$ cat src/rtl/exc_pkg.sv
// Shared cause codes and FSM state encoding for the exception sequencer.
package exc_pkg;

  localparam logic [3:0] CAUSE_IRQ    = 4'd0;
  localparam logic [3:0] CAUSE_ADDR   = 4'd4;
  localparam logic [3:0] CAUSE_DIV0   = 4'd9;
  localparam logic [3:0] CAUSE_OVF    = 4'd12;
  localparam logic [3:0] CAUSE_DOUBLE = 4'd15;

  typedef enum logic [2:0] {
    S_IDLE    = 3'd0,
    S_FLUSH   = 3'd1,
    S_VECTOR  = 3'd2,
    S_HANDLER = 3'd3,
    S_RETURN  = 3'd4,
    S_HALT    = 3'd5
  } exc_state_t;

endpackage

$ cat src/rtl/exc_priority_enc.sv
// Fixed-priority cause encoder: req = {addr, div0, ovf, irq}, addr highest.
module exc_priority_enc
  import exc_pkg::*;
(
  input  logic [3:0] req,
  output logic       valid,
  output logic [3:0] cause
);

  always_comb begin
    valid = |req;
    cause = CAUSE_IRQ;
    if (req[3])      cause = CAUSE_ADDR;
    else if (req[2]) cause = CAUSE_DIV0;
    else if (req[1]) cause = CAUSE_OVF;
  end

endmodule

$ cat src/rtl/exception_sequencer.sv
// Exception entry/return sequencer: captures EPC/cause, flushes, vectors to the
// handler, returns on ERET, and halts on a fault taken inside the handler.
module exception_sequencer
  import exc_pkg::*;
#(
  parameter logic [31:0] HANDLER_VEC  = 32'h0000_0080,
  parameter int          FLUSH_CYCLES = 2
) (
  input  logic        clk,
  input  logic        rst,
  input  logic        exc_addr,
  input  logic        exc_div0,
  input  logic        exc_ovf,
  input  logic        irq,
  input  logic        eret,
  input  logic [31:0] pc_cur,
  input  logic [31:0] alu_addr,
  output logic        flush,
  output logic        pc_redirect,
  output logic [31:0] pc_target,
  output logic [31:0] epc,
  output logic [3:0]  cause,
  output logic [31:0] bad_vaddr,
  output logic        in_handler,
  output logic        halted
);

  localparam int CW = (FLUSH_CYCLES < 2) ? 1 : $clog2(FLUSH_CYCLES + 1);

  exc_state_t    state, state_n;
  logic [CW-1:0] cnt;
  logic          req_valid;
  logic [3:0]    req_cause;
  logic          fault;
  logic [31:0]   ret_target;

  exc_priority_enc u_prio (
    .req   ({exc_addr, exc_div0, exc_ovf, irq}),
    .valid (req_valid),
    .cause (req_cause)
  );

  // irq is deliberately excluded: it is masked while in the handler
  assign fault = exc_addr | exc_div0 | exc_ovf;

  // An interrupted instruction never executed, so it is re-run on return
  assign ret_target = (cause == CAUSE_IRQ) ? epc : epc + 32'd4;

  always_ff @(posedge clk) begin
    if (rst) begin
      state     <= S_IDLE;
      cnt       <= '0;
      epc       <= '0;
      cause     <= CAUSE_IRQ;
      bad_vaddr <= '0;
    end else begin
      state <= state_n;
      case (state)
        S_IDLE: if (req_valid) begin
          epc   <= pc_cur;
          cause <= req_cause;
          cnt   <= CW'(FLUSH_CYCLES);
          if (req_cause == CAUSE_ADDR) bad_vaddr <= alu_addr;
        end
        S_FLUSH:   cnt <= cnt - CW'(1);
        S_HANDLER: if (fault) cause <= CAUSE_DOUBLE;
        default: ;
      endcase
    end
  end

  always_comb begin
    state_n = state;
    case (state)
      S_IDLE:    if (req_valid) state_n = S_FLUSH;
      S_FLUSH:   if (cnt == CW'(1)) state_n = S_VECTOR;
      S_VECTOR:  state_n = S_HANDLER;
      S_HANDLER: begin
        if (fault)     state_n = S_HALT;
        else if (eret) state_n = S_RETURN;
      end
      S_RETURN:  state_n = S_IDLE;
      S_HALT:    state_n = S_HALT;
      default:   state_n = S_IDLE;
    endcase
  end

  always_comb begin
    flush       = 1'b0;
    pc_redirect = 1'b0;
    pc_target   = HANDLER_VEC;
    in_handler  = 1'b0;
    halted      = 1'b0;
    case (state)
      S_FLUSH:   flush = 1'b1;
      S_VECTOR:  pc_redirect = 1'b1;
      S_HANDLER: in_handler = 1'b1;
      S_RETURN: begin
        flush       = 1'b1;
        pc_redirect = 1'b1;
        pc_target   = ret_target;
      end
      S_HALT: begin
        flush  = 1'b1;
        halted = 1'b1;
      end
      default: ;
    endcase
  end

endmodule
$ cat config.mk
export PLATFORM = sky130hd
export DESIGN_NAME = exception_sequencer
export DESIGN_NICKNAME = d
export VERILOG_FILES = /design/src/rtl/exc_pkg.sv /design/src/rtl/exc_priority_enc.sv /design/src/rtl/exception_sequencer.sv
export SDC_FILE = /design/constraint.sdc
export NUM_CORES = 1
export LEC_CHECK = 0
export CAP_MARGIN = 10
export CORE_MARGIN = 2
export CORE_UTILIZATION = 40
export DETAILED_ROUTE_END_ITERATION = 8
export PLACE_DENSITY = 0.89
export SYNTH_ARGS = -nofsm -noshare
export SYNTH_HDL_FRONTEND = slang
export SYNTH_SLANG_ARGS = --single-unit
export TNS_END_PERCENT = 100
$ cat constraint.sdc
create_clock -name clk -period 2.39 [get_ports clk]
set_input_delay 0.3585 -clock clk [delete_from_list [all_inputs] [get_ports clk]]
set_output_delay 0.3585 -clock clk [all_outputs]
set_load 0.005 [all_outputs]
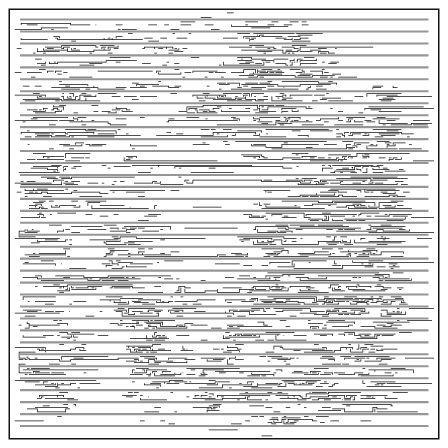
(run_1/met1.png)
Supply wires on this layer in grey.
nets with wire on the layer	706
main direction	horizontal
share of all routed wire	38%
longest straight run	27.1 um
wire length on this layer	5110 um
total number of vias: 4521
grt met1 use: 29.25%
Routed WL: 13540 um

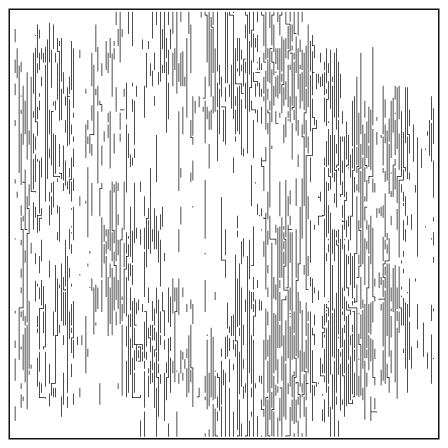
(run_1/met2.png)
wire length on this layer	6850 um
main direction	vertical
met2 Resource Use GR: 46.95%

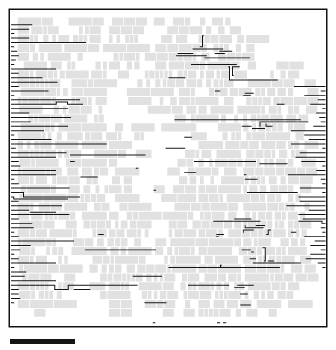
(run_1/met3.png)
The bar under the picture is 20 um long. Cells faint in the background.
main direction	horizontal
longest straight run	38.6 um
nets with wire on the layer	145
grt met3 use: 8.129%

==> results.cfg, run 1 <==
; implementation run metrics
[critical_path]
crit_slowest_cell = or4_4
required_ps = 2030
end_kind = output pin
setup.worst_path.end = pc_target[22]
cp_top_family = simple AND/OR/NAND/NOR gates
crit_cells = 8
r2r.worst_path.cells = 7
crit_type = register to output pin
startpoint = epc[14]$_SDFFE_PP0P_
cp_max_fo = 6
r2r_slack_ps = 460

[pwr]
vdd_drop_max_v = 0.0005083
switchingPower_w = 0.0008924
power.group.top = registers
power.share.clock_pct = 33.9
seq_power_share_pct = 41.8
p_int_w = 0.002367
power_w = 0.003259
leakage_nw = 2.409
comb_power_share_pct = 24.2

[clocking]
cts_resized = 106
cts_htree_levels = 3
clk_pin_slew_worst_paths_ps = 90
cts_tree = yes
clock-sinks = 73

[yosys]
ys_ff = 73
mux_share_pct = 0.2870
synthDistinctLibCells = 36
ys_sh_simple_pct = 31.11
top_cells_by_count = nand2_1 (138), a21oi_1 (86), dfxtp_1 (73), clkbuf_1 (32), nor2_1 (18)
synth_dominant_cell_count = nand2_1
synth-compound-area-share_pct = 18.91
netlist_area_um2 = 3487
synth_stat.cells = 482
synth-adder-area-share_pct = 0.7176
synth_cells = 482
floorplan.nets = 555
top_area_cell = dfxtp_1
ys.flop_type = dfxtp_1
async_flop_share_pct = 0
ys_area_um2 = 3487
yosysSeqAreaShare_pct = 41.91

[sta]
setup_tns_ps = -4297
setup_viol = 23
setup_ws_ps = -339.3
finClkSkew_ps = 7.778
fmax_mhz = 366.4
worst_slew_pin_slew_ps = 640.3
hold_viol_final = 0

[route]
drtIter0Drc = 184
ant_nets = 0
dr.pass1.iters = 4
wl_met1_um = 5111
wl_per_cell_um = 16.36
dr_wl_met2_um = 6846

[cells_and_area]
drive_gt1_share_pct = 23.47
clk_share_pct = 3.670
comb_cells = 372
nNonClkBuffers = 254
final_cell_mix = clkdlybuf4s50_1 (143), nand2_1 (136), a21oi_1 (80)
finalInstanceArea_um2 = 6205
nonClkBufAreaFrac_pct = 37.14
mostFrequentLayoutCell = clkdlybuf4s50_1
seq_area_um2 = 1481
fin_cells = 828
nets = 788
sh_seq_area_pct = 23.88
nClkBuffers = 10
fillers = 633
num-nonclk-inverters = 5
finish.utilization_pct = 72.20

[placement]
dp.cells = 781
place_area_um2 = 5625
hpwl_um = 9047
place_congestion = 0.8589

[floorplan]
dieArea_um2 = 9481
ios = 175
n_tap_cell = 108

[worst_hold_path]
whs_endpoint = bad_vaddr[20]$_SDFFE_PP0P_
hold_depth = 2
hold_path_class = register to register

[grt]
grtUsageTotal_pct = 26.44
busiest_layer = met2

[outcome]
outcome = finished with violations
violations = setup timing

[job]
warnings = 28
==> run 1 -> run 2 <==
- CORE_ASPECT_RATIO: not set -> 1.1
==> run 2 against run 1 <==
  * The flow still finishes with violations (setup timing)
  * Hold slack got worse by 1.7 ps
  * Sequential power barely moved
  * Register-to-register slack improved by 80 ps
  * Critical path type unchanged
  * First-iteration DRC count fell by 17%
  * Clock skew fell by 0.87 ps
==> results.cfg, run 2 <==
; implementation run metrics
[floorplan]
ios = 175
n_tap_cell = 111
die_w_um = 93.03
dieArea_um2 = 9482
fp_util_pct = 41.47

[cells_and_area]
fillers = 625
finish.utilization_pct = 73.74
area_delta_synth_final_pct = 77.79
num-nonclk-inverters = 5
nNonClkBuffers = 251
sh_seq_area_pct = 24.00
final_cell_mix = clkdlybuf4s50_1 (143), nand2_1 (138), a21oi_1 (80)
finalInstanceArea_um2 = 6200
nets = 783
fin_cells = 826
nonClkBufAreaFrac_pct = 37.30
clk_share_pct = 3.653
sh_comb_area_pct = 32.51
comb_cells = 370
mostFrequentLayoutCell = clkdlybuf4s50_1
seq_area_um2 = 1488
drive_gt1_share_pct = 21.96

[pwr]
vdd_drop_max_v = 0.0004976
comb_power_share_pct = 23.7
seq_power_share_pct = 42.2
power.group.top = registers
pg_comb_w = 0.000768
switchingPower_w = 0.0009069
power_w = 0.003238
powerSeq_w = 0.00137
p_int_w = 0.002331
leakage_nw = 2.402
power.share.clock_pct = 34.1

[clocking]
cts_htree_levels = 3
clk_pin_slew_worst_paths_ps = 80
cts_hold_buf = 0
clockBufferDepth = 2
cts_tree = yes
root_buffer = clkbuf_8
cts_resized = 119

[sta]
setup_viol = 16
worst_slew_pin_slew_ps = 519.5
setup_ws_ps = -413.3
setup_tns_ps = -3604
fmax_mhz = 356.7
finClkSkew_ps = 6.903
period_used_pct = 117.3
hold_viol_final = 0
slew_headroom_pct = 65.37

[critical_path]
crit_cells = 7
crit_slowest_cell = or4_4
r2r_slack_ps = 540
crit_top_cell = or4_4
crit_type = register to output pin
cp_slowest_stage_delay_ps = 570
r2r.worst_path.cells = 6
setup.worst_path.end = pc_target[26]
cp_max_fo = 5
end_kind = output pin
startpoint = epc[10]$_SDFFE_PP0P_
cp_top_family = simple AND/OR/NAND/NOR gates
required_ps = 2030

[grt]
grtUsageMet2_pct = 46.99
grt-ovfl-total = 0
antenna_found_initial = 0
busiest_layer = met2
grtUsageTotal_pct = 26.25
use_met3_pct = 6.932

[placement]
hpwl_um = 9140
place_ws_ps = -285.9
dp.cells = 790
place_congestion = 0.9054
place_area_um2 = 5687

[outcome]
violations = setup timing
outcome = finished with violations

[route]
dr.pass1.iters = 4
drtIter0Drc = 153
wl_met1_um = 5120
avgViaCountPerCell = 5.309
wl_per_cell_um = 15.86
dr_wl_met2_um = 6524
ant_nets = 0

[yosys]
yosysSeqAreaShare_pct = 41.91
async_flop_share_pct = 0
synth_dominant_cell_count = nand2_1
avgSynthCellArea_um2 = 7.235
ys_sh_simple_pct = 31.11
ys_ff = 73
floorplan.nets = 555
synth-adder-area-share_pct = 0.7176
synthDistinctLibCells = 36
ys_area_um2 = 3487
xor_share_pct = 2.512
top_cells_by_count = nand2_1 (138), a21oi_1 (86), dfxtp_1 (73), clkbuf_1 (32), nor2_1 (18)
enable_flop_cells = 0
top_area_cell = dfxtp_1
synth-compound-area-share_pct = 18.91
synth_stat.cells = 482
synth_cells = 482
netlist_area_um2 = 3487
mux_share_pct = 0.2870
top_logic_kind = simple AND/OR/NAND/NOR gates
ys.flop_type = dfxtp_1

[worst_hold_path]
hold_depth = 2
hold_start = bad_vaddr[23]$_SDFFE_PP0P_
whs_endpoint = bad_vaddr[23]$_SDFFE_PP0P_
hold_path_class = register to register

[job]
warnings = 28
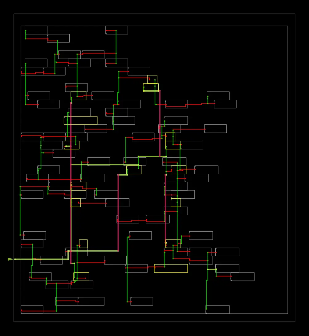
(run_2/final_clocks.png)
clk_lat worst skew: 350 ps
total CTS buffers: 9
clock buffer count: 9
Clock Sinks: 73

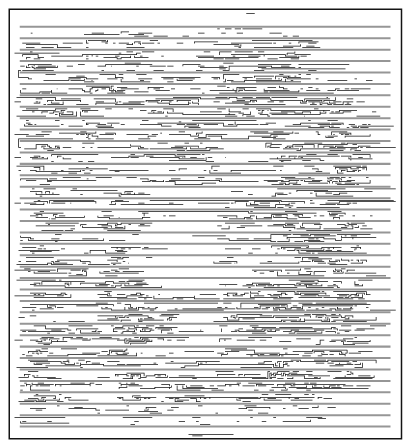
(run_2/met1.png)
Supply wires on this layer in grey.
main direction	horizontal
wire length on this layer	5120 um
grt met1 use: 29.85%
total number of vias: 4385

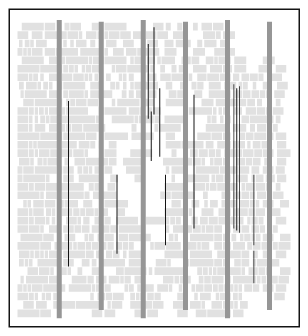
(run_2/met4.png)
Supply wires on this layer in grey. Cells faint in the background.
longest straight run	53.0 um
main direction	vertical
share of all routed wire	3.1%
nets with wire on the layer	11
wire length on this layer	404 um
Routed WL: 13100 um

==> run_2/met2.png <==
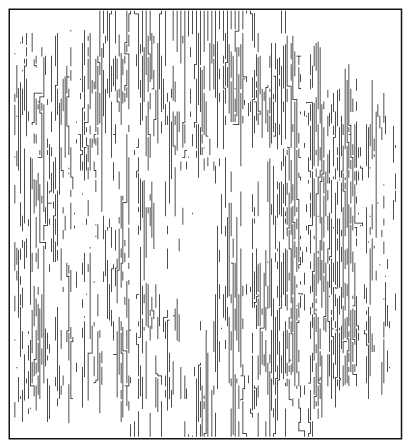

==> run 2 -> run 3 <==
- CTS_CLUSTER_DIAMETER: not set -> 80
- clock period: 2.39 -> 2.9 ns (I/O delays scaled with it)
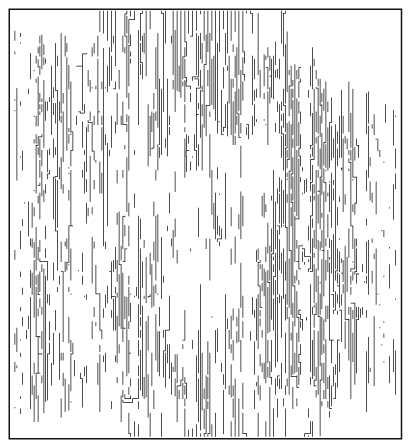
(run_3/met2.png)
main direction	vertical
share of all routed wire	48%
wire length on this layer	5750 um
total number of vias: 4202
met2 Resource Use GR: 40.64%
Routed WL: 11920 um

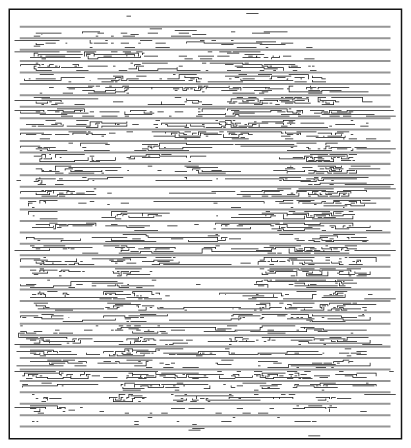
(run_3/met1.png)
Supply wires on this layer in grey.
longest straight run	26.2 um
share of all routed wire	40%
main direction	horizontal
grt met1 use: 28.21%

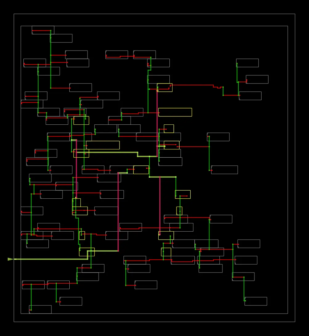
(run_3/final_clocks.png)
post-route clock skew: 7.148 ps
clk_lat worst skew: 340 ps
registers: 73
Clock Power: 0.000878 W

==> run 3 against run 2 <==
  * Critical path depth decreased by 1
  * Largest power group unchanged
  * First-iteration DRC count rose by 3.3%
  * Hold slack improved by 2.4 ps
  * Clock power decreased by about 20%
  * The flow now finishes without violations
  * Clock skew about the same
  * Design area fell by 5.3%
  * Critical endpoint unchanged
  * Combinational power fell by 28%
  * Die size stayed put
==> results.cfg, run 3 <==
; implementation run metrics
[outcome]
outcome = finished, final reports clean

[floorplan]
n_tap_cell = 111
die_w_um = 93.03
dieArea_um2 = 9482
ios = 175

[clocking]
clk_pin_slew_worst_paths_ps = 80
clock-sinks = 73
cts_resized = 29
cts_htree_levels = 3
root_buffer = clkbuf_8
cts_buffers = 9

[cells_and_area]
comb_cells = 371
area_delta_synth_final_pct = 68.42
num-nonclk-inverters = 5
nNonClkBuffers = 214
nonClkBufAreaFrac_pct = 34.73
drive_gt1_share_pct = 14.87
nets = 747
clk_share_pct = 3.728
final_cell_mix = clkdlybuf4s50_1 (154), nand2_1 (137), a21oi_1 (78)
nClkBuffers = 9

[yosys]
top_logic_kind = simple AND/OR/NAND/NOR gates
top_cells_by_count = nand2_1 (138), a21oi_1 (86), dfxtp_1 (73), clkbuf_1 (32), nor2_1 (18)
mux_share_pct = 0.2870
floorplan.nets = 555
synth-adder-area-share_pct = 0.7176
yosysSeqAreaShare_pct = 41.91
avgSynthCellArea_um2 = 7.235
ys.flop_type = dfxtp_1
ys_area_um2 = 3487
ys_sh_simple_pct = 31.11
synth_stat.cells = 482
synth_cells = 482

[sta]
hold_viol_final = 0
setup_ws_ps = 26.81
setup_tns_ps = 0
worst_slew_pin_slew_ps = 890.8
period_used_pct = 99.08

[route]
drtIter0Drc = 158
avgViaCountPerCell = 5.319
dr.pass1.iters = 4
ant_nets = 0
dr_wl_met2_um = 5749
wl_per_cell_um = 15.09

[placement]
place_area_um2 = 5421
place_ws_ps = 112.8
place_congestion = 0.9123

[critical_path]
crit_type = register to output pin
r2r.worst_path.cells = 5
startpoint = epc[18]$_SDFFE_PP0P_
required_ps = 2470
cp_slowest_stage_delay_ps = 590
cp_max_fo = 4
r2r_slack_ps = 1050
crit_slowest_cell = or4_4

[pwr]
p_int_w = 0.001871
pg_comb_w = 0.000556
vdd_drop_max_v = 0.0003040
switchingPower_w = 0.0007008
power.share.clock_pct = 34.1
leakage_nw = 2.278
comb_power_share_pct = 21.6
seq_power_share_pct = 44.2

[worst_hold_path]
hold_path_class = register to register
whs_endpoint = bad_vaddr[26]$_SDFFE_PP0P_
hold_start = bad_vaddr[26]$_SDFFE_PP0P_

[grt]
busiest_layer = met2
grt-ovfl-total = 0
antenna_found_initial = 0
Power figures rest on the tool's default switching activity, not on a simulated workload.
